### Signal wires by layer

Bar = 50 µm. Only two layers are drawn.
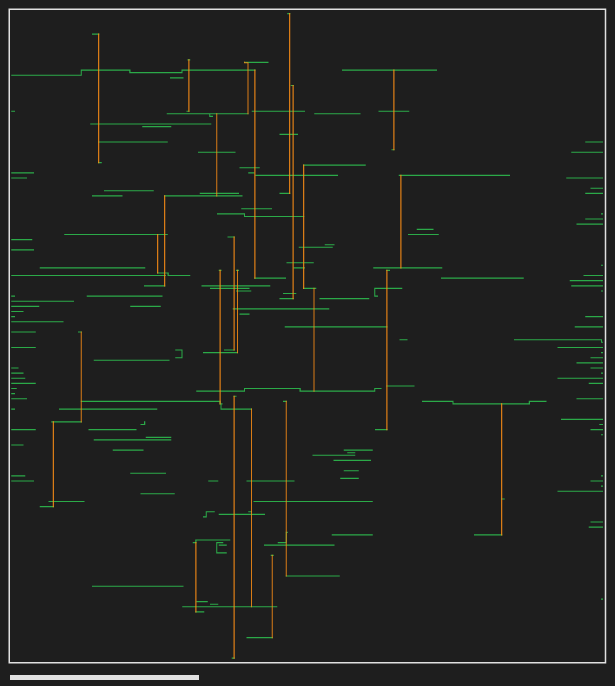
### Zoomed window

Bar = 5 µm. Window x 108 to 128, y 119 to 139 µm. Cells in grey, sequential cells in the stronger grey; small squares are vias.
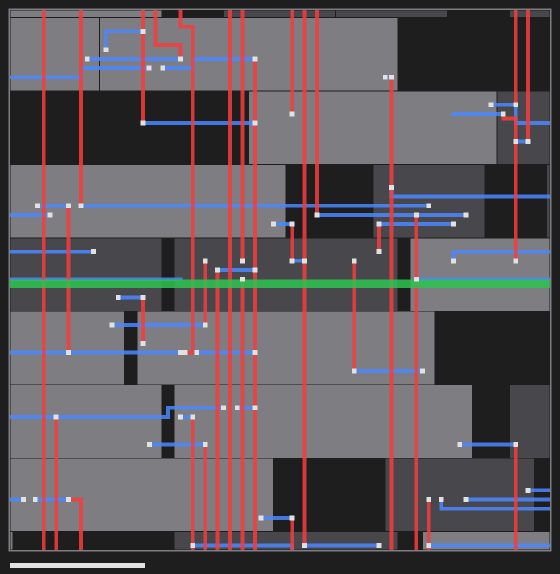
### Routed metal per tile

The die is cut into 32 by 35 equal tiles; white is low, dark blue is high, scaled to the fullest tile. Values are wire area over tile area, all layers added.
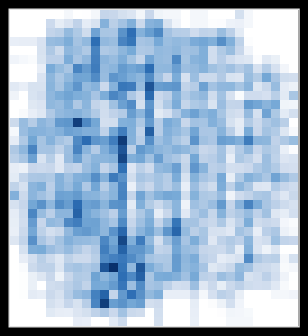
### Congestion heat map

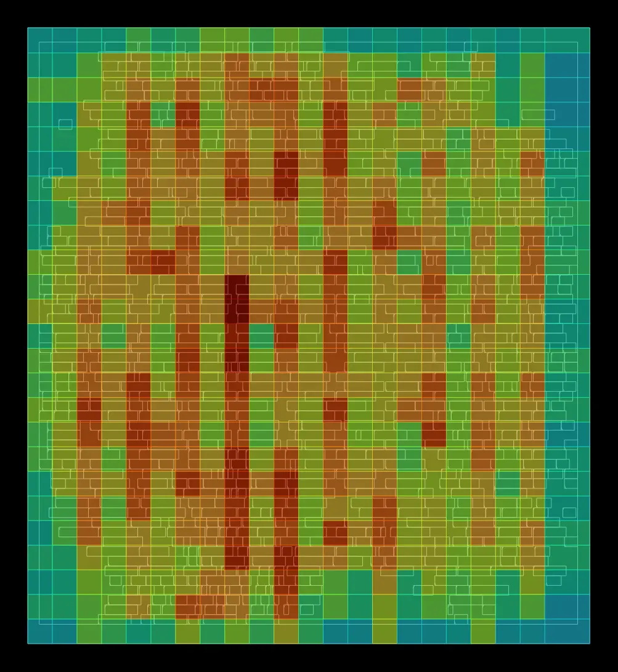
### Signal wires on met1

Bar = 50 µm.
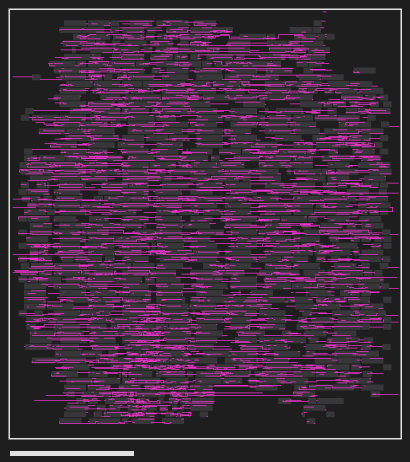
### src/rtl/sys_feeder.sv
// Input FIFO and phase FSM feeding a systolic array: weight vectors go out unskewed,
// activation rows are skewed diagonally. Define SYS_FEEDER_ZERO_PAD_EN to zero invalid a_out rows.
module sys_feeder #(
    parameter int N     = 4,
    parameter int DW    = 8,
    parameter int DEPTH = 8
) (
    input  logic            clk,
    input  logic            rst,
    input  logic            ctrl_in,
    input  logic            in_valid,
    output logic            in_ready,
    input  logic [N*DW-1:0] in_data,
    output logic [N*DW-1:0] w_out,
    output logic            w_valid,
    output logic [N*DW-1:0] a_out,
    output logic [N-1:0]    a_valid,
    output logic            done
);
    localparam int AW = (DEPTH > 1) ? $clog2(DEPTH) : 1;
    localparam int CW = $clog2(N + 1);

    typedef enum logic [1:0] {IDLE, LOAD_W, FEED, DRAIN} state_t;

    state_t          state_q, state_d;
    logic [N*DW-1:0] mem_q [DEPTH];
    logic [AW:0]     wr_ptr_q, rd_ptr_q;
    logic            empty, full, push, pop_w, pop_a, pop;
    logic [N*DW-1:0] head;
    logic [CW-1:0]   w_cnt_q, w_cnt_d;
    logic [CW-1:0]   drain_cnt_q, drain_cnt_d;
    logic            done_q, done_d;
    logic [N*DW-1:0] w_out_q;
    logic            w_valid_q;
    logic [N-1:0]    row_vld;
    logic [N*DW-1:0] row_dat;

    // Extra pointer MSB distinguishes full from empty when the indices match.
    assign empty    = (wr_ptr_q == rd_ptr_q);
    assign full     = (wr_ptr_q[AW] != rd_ptr_q[AW]) && (wr_ptr_q[AW-1:0] == rd_ptr_q[AW-1:0]);
    assign in_ready = !full;
    assign push     = in_valid && !full;
    assign pop      = pop_w || pop_a;
    assign head     = mem_q[rd_ptr_q[AW-1:0]];

    always_ff @(posedge clk) begin
        if (push) begin
            mem_q[wr_ptr_q[AW-1:0]] <= in_data;
        end
    end

    always_ff @(posedge clk or negedge rst) begin
        if (!rst) begin
            wr_ptr_q <= '0;
            rd_ptr_q <= '0;
        end else begin
            if (push) wr_ptr_q <= wr_ptr_q + 1'b1;
            if (pop)  rd_ptr_q <= rd_ptr_q + 1'b1;
        end
    end

    always_comb begin
        state_d     = state_q;
        w_cnt_d     = w_cnt_q;
        drain_cnt_d = drain_cnt_q;
        done_d      = 1'b0;
        pop_w       = 1'b0;
        pop_a       = 1'b0;
        case (state_q)
            IDLE: begin
                if (ctrl_in)     state_d = LOAD_W;
                else if (!empty) state_d = FEED;
            end
            LOAD_W: begin
                pop_w = !empty && (w_cnt_q < CW'(N));
                if (pop_w) w_cnt_d = w_cnt_q + 1'b1;
                if (!ctrl_in) begin
                    state_d = IDLE;
                    w_cnt_d = '0;
                end
            end
            FEED: begin
                pop_a = !empty;
                if (empty || ctrl_in) begin
                    state_d     = DRAIN;
                    drain_cnt_d = '0;
                end
            end
            DRAIN: begin
                if (drain_cnt_q == CW'(N - 1)) begin
                    state_d     = IDLE;
                    done_d      = 1'b1;
                    drain_cnt_d = '0;
                end else begin
                    drain_cnt_d = drain_cnt_q + 1'b1;
                end
            end
            default: state_d = IDLE;
        endcase
    end

    always_ff @(posedge clk or negedge rst) begin
        if (!rst) begin
            state_q     <= IDLE;
            w_cnt_q     <= '0;
            drain_cnt_q <= '0;
            done_q      <= 1'b0;
            w_out_q     <= '0;
            w_valid_q   <= 1'b0;
        end else begin
            state_q     <= state_d;
            w_cnt_q     <= w_cnt_d;
            drain_cnt_q <= drain_cnt_d;
            done_q      <= done_d;
            w_valid_q   <= pop_w;
            if (pop_w) w_out_q <= head;
        end
    end

    assign w_out   = w_out_q;
    assign w_valid = w_valid_q;
    assign done    = done_q;

    // Row gi is a chain of gi+1 stages; data only advances with its valid, so each stage holds its last value.
    for (genvar gi = 0; gi < N; gi++) begin : g_row
        if (gi == 0) begin : g_first
            logic [DW-1:0] dat_q;
            logic          vld_q;
            always_ff @(posedge clk or negedge rst) begin
                if (!rst) begin
                    dat_q <= '0;
                    vld_q <= 1'b0;
                end else begin
                    vld_q <= pop_a;
                    if (pop_a) dat_q <= head[gi*DW +: DW];
                end
            end
            assign row_vld[gi]            = vld_q;
            assign row_dat[gi*DW +: DW]   = dat_q;
        end else begin : g_chain
            logic [DW-1:0] dat_q [gi+1];
            logic [gi:0]   vld_q;
            always_ff @(posedge clk or negedge rst) begin
                if (!rst) begin
                    for (int k = 0; k <= gi; k++) dat_q[k] <= '0;
                    vld_q <= '0;
                end else begin
                    vld_q <= {vld_q[gi-1:0], pop_a};
                    if (pop_a) dat_q[0] <= head[gi*DW +: DW];
                    for (int k = 1; k <= gi; k++) begin
                        if (vld_q[k-1]) dat_q[k] <= dat_q[k-1];
                    end
                end
            end
            assign row_vld[gi]            = vld_q[gi];
            assign row_dat[gi*DW +: DW]   = dat_q[gi];
        end
    end

    assign a_valid = row_vld;

`ifdef SYS_FEEDER_ZERO_PAD_EN
    for (genvar gi = 0; gi < N; gi++) begin : g_pad
        assign a_out[gi*DW +: DW] = row_vld[gi] ? row_dat[gi*DW +: DW] : '0;
    end
`else
    assign a_out = row_dat;
`endif

endmodule

### config.mk
export PLATFORM = sky130hd
export DESIGN_NAME = sys_feeder
export DESIGN_NICKNAME = d
export VERILOG_FILES = /design/src/rtl/sys_feeder.sv
export SDC_FILE = /design/constraint.sdc
export NUM_CORES = 1
export LEC_CHECK = 0
export CAP_MARGIN = 20
export CORE_ASPECT_RATIO = 1.1
export CORE_MARGIN = 3
export CORE_UTILIZATION = 60
export DETAILED_ROUTE_END_ITERATION = 10
export PLACE_DENSITY = 0.81
export SLEW_MARGIN = 20
export SYNTH_ARGS = -nofsm -noshare
export SYNTH_HDL_FRONTEND = slang
export SYNTH_SLANG_ARGS = --single-unit
### constraint.sdc
create_clock -name clk -period 5.95 [get_ports clk]
set_clock_uncertainty 0.2 [all_clocks]
set_input_delay 1.19 -clock clk [delete_from_list [all_inputs] [get_ports clk]]
set_output_delay 1.19 -clock clk [all_outputs]
set_load 0.1 [all_outputs]
==> metrics.cfg <==
[synthesis]
avgSynthCellArea_um2 = 20.56
ys_seq_share_pct = 72.87
syn_area_um2 = 15150
postSynthNetCount = 777
xor_share_pct = 0.5781
adder_share_pct = 0.3303

[final_layout]
drive_gt1_share_pct = 34.30
num-nets-final = 874
layout.cells.non_filler = 1174
largest_reg_flops = 256
lay_top_count = edfxtp_1
stdcell_area_um2 = 17750
comb.multi_input.count = 281
final.fill_count = 1398
largest_cell_class = flip-flops and latches

[final_timing]
fin_setup_tns_ns = 0
maxSlewHeadroom_pct = 30.90
setup_viol = 0
slew_violations = 0

[critical_path]
cp_max_fo = 13
crit_cells = 3
path_class = register to output port
cp_num_buf_inv = 1
ff2ff_path_depth = 4

[routing]
highest_layer = met4
via_per_inst = 6.082
drt_iter0_drc = 557
wl_met3_um = 1558
dr.pass1.iters = 4
drc = 0

[cts]
cts_root_buf = clkbuf_16
cts.sink_count = 390
clockBufferDepth = 3
cts_tree = done
cts_buffers = 38
ctsResizeCount = 0

[floorplanning]
chipArea_um2 = 27200
num_rows = 60
fp_util_pct = 61.53

[worst_hold_path]
min_path_type = register to register

[placed_design]
dp.cells = 1099
place_ws_ns = 2.139

[global_route]
antenna_found_initial = 1

[outcome]
status = finished, final reports clean

[flow_run]
log.warning_count = 26

## Picture notes: 'Signal wires by layer'
legend:
  green:
    layer: met3
    wire_length: 1560 µm
  orange:
    layer: met4
    wire_length: 801 µm

## Picture notes: 'Zoomed window'
legend:
  blue:
    layer: met1
  red:
    layer: met2
  green:
    layer: met3
most frequent: edfxtp_1 (6), dfrtp_1 (2)
sequential cells in the window: 8
cells with their middle in the window: 12
netlist names of flops here include: mem_q (6), g_row.g_chain.dat_q (2)

## Picture notes: 'Routed metal per tile'
tiles over half the peak: 16%
emptiest ninth of the die: bottom right
nearly empty tiles: 13%

## Picture notes: 'Congestion heat map'
All-Layer GR Usage: 21.62%
Final Core Density: 72.10%

## Picture notes: 'Signal wires on met1'
nets with wire on the layer: 812
wire length on this layer: 11400 µm
GR Layer Usage met1: 28.72%
detailed-route via count: 7140
Total Wirelength: 29100 µm

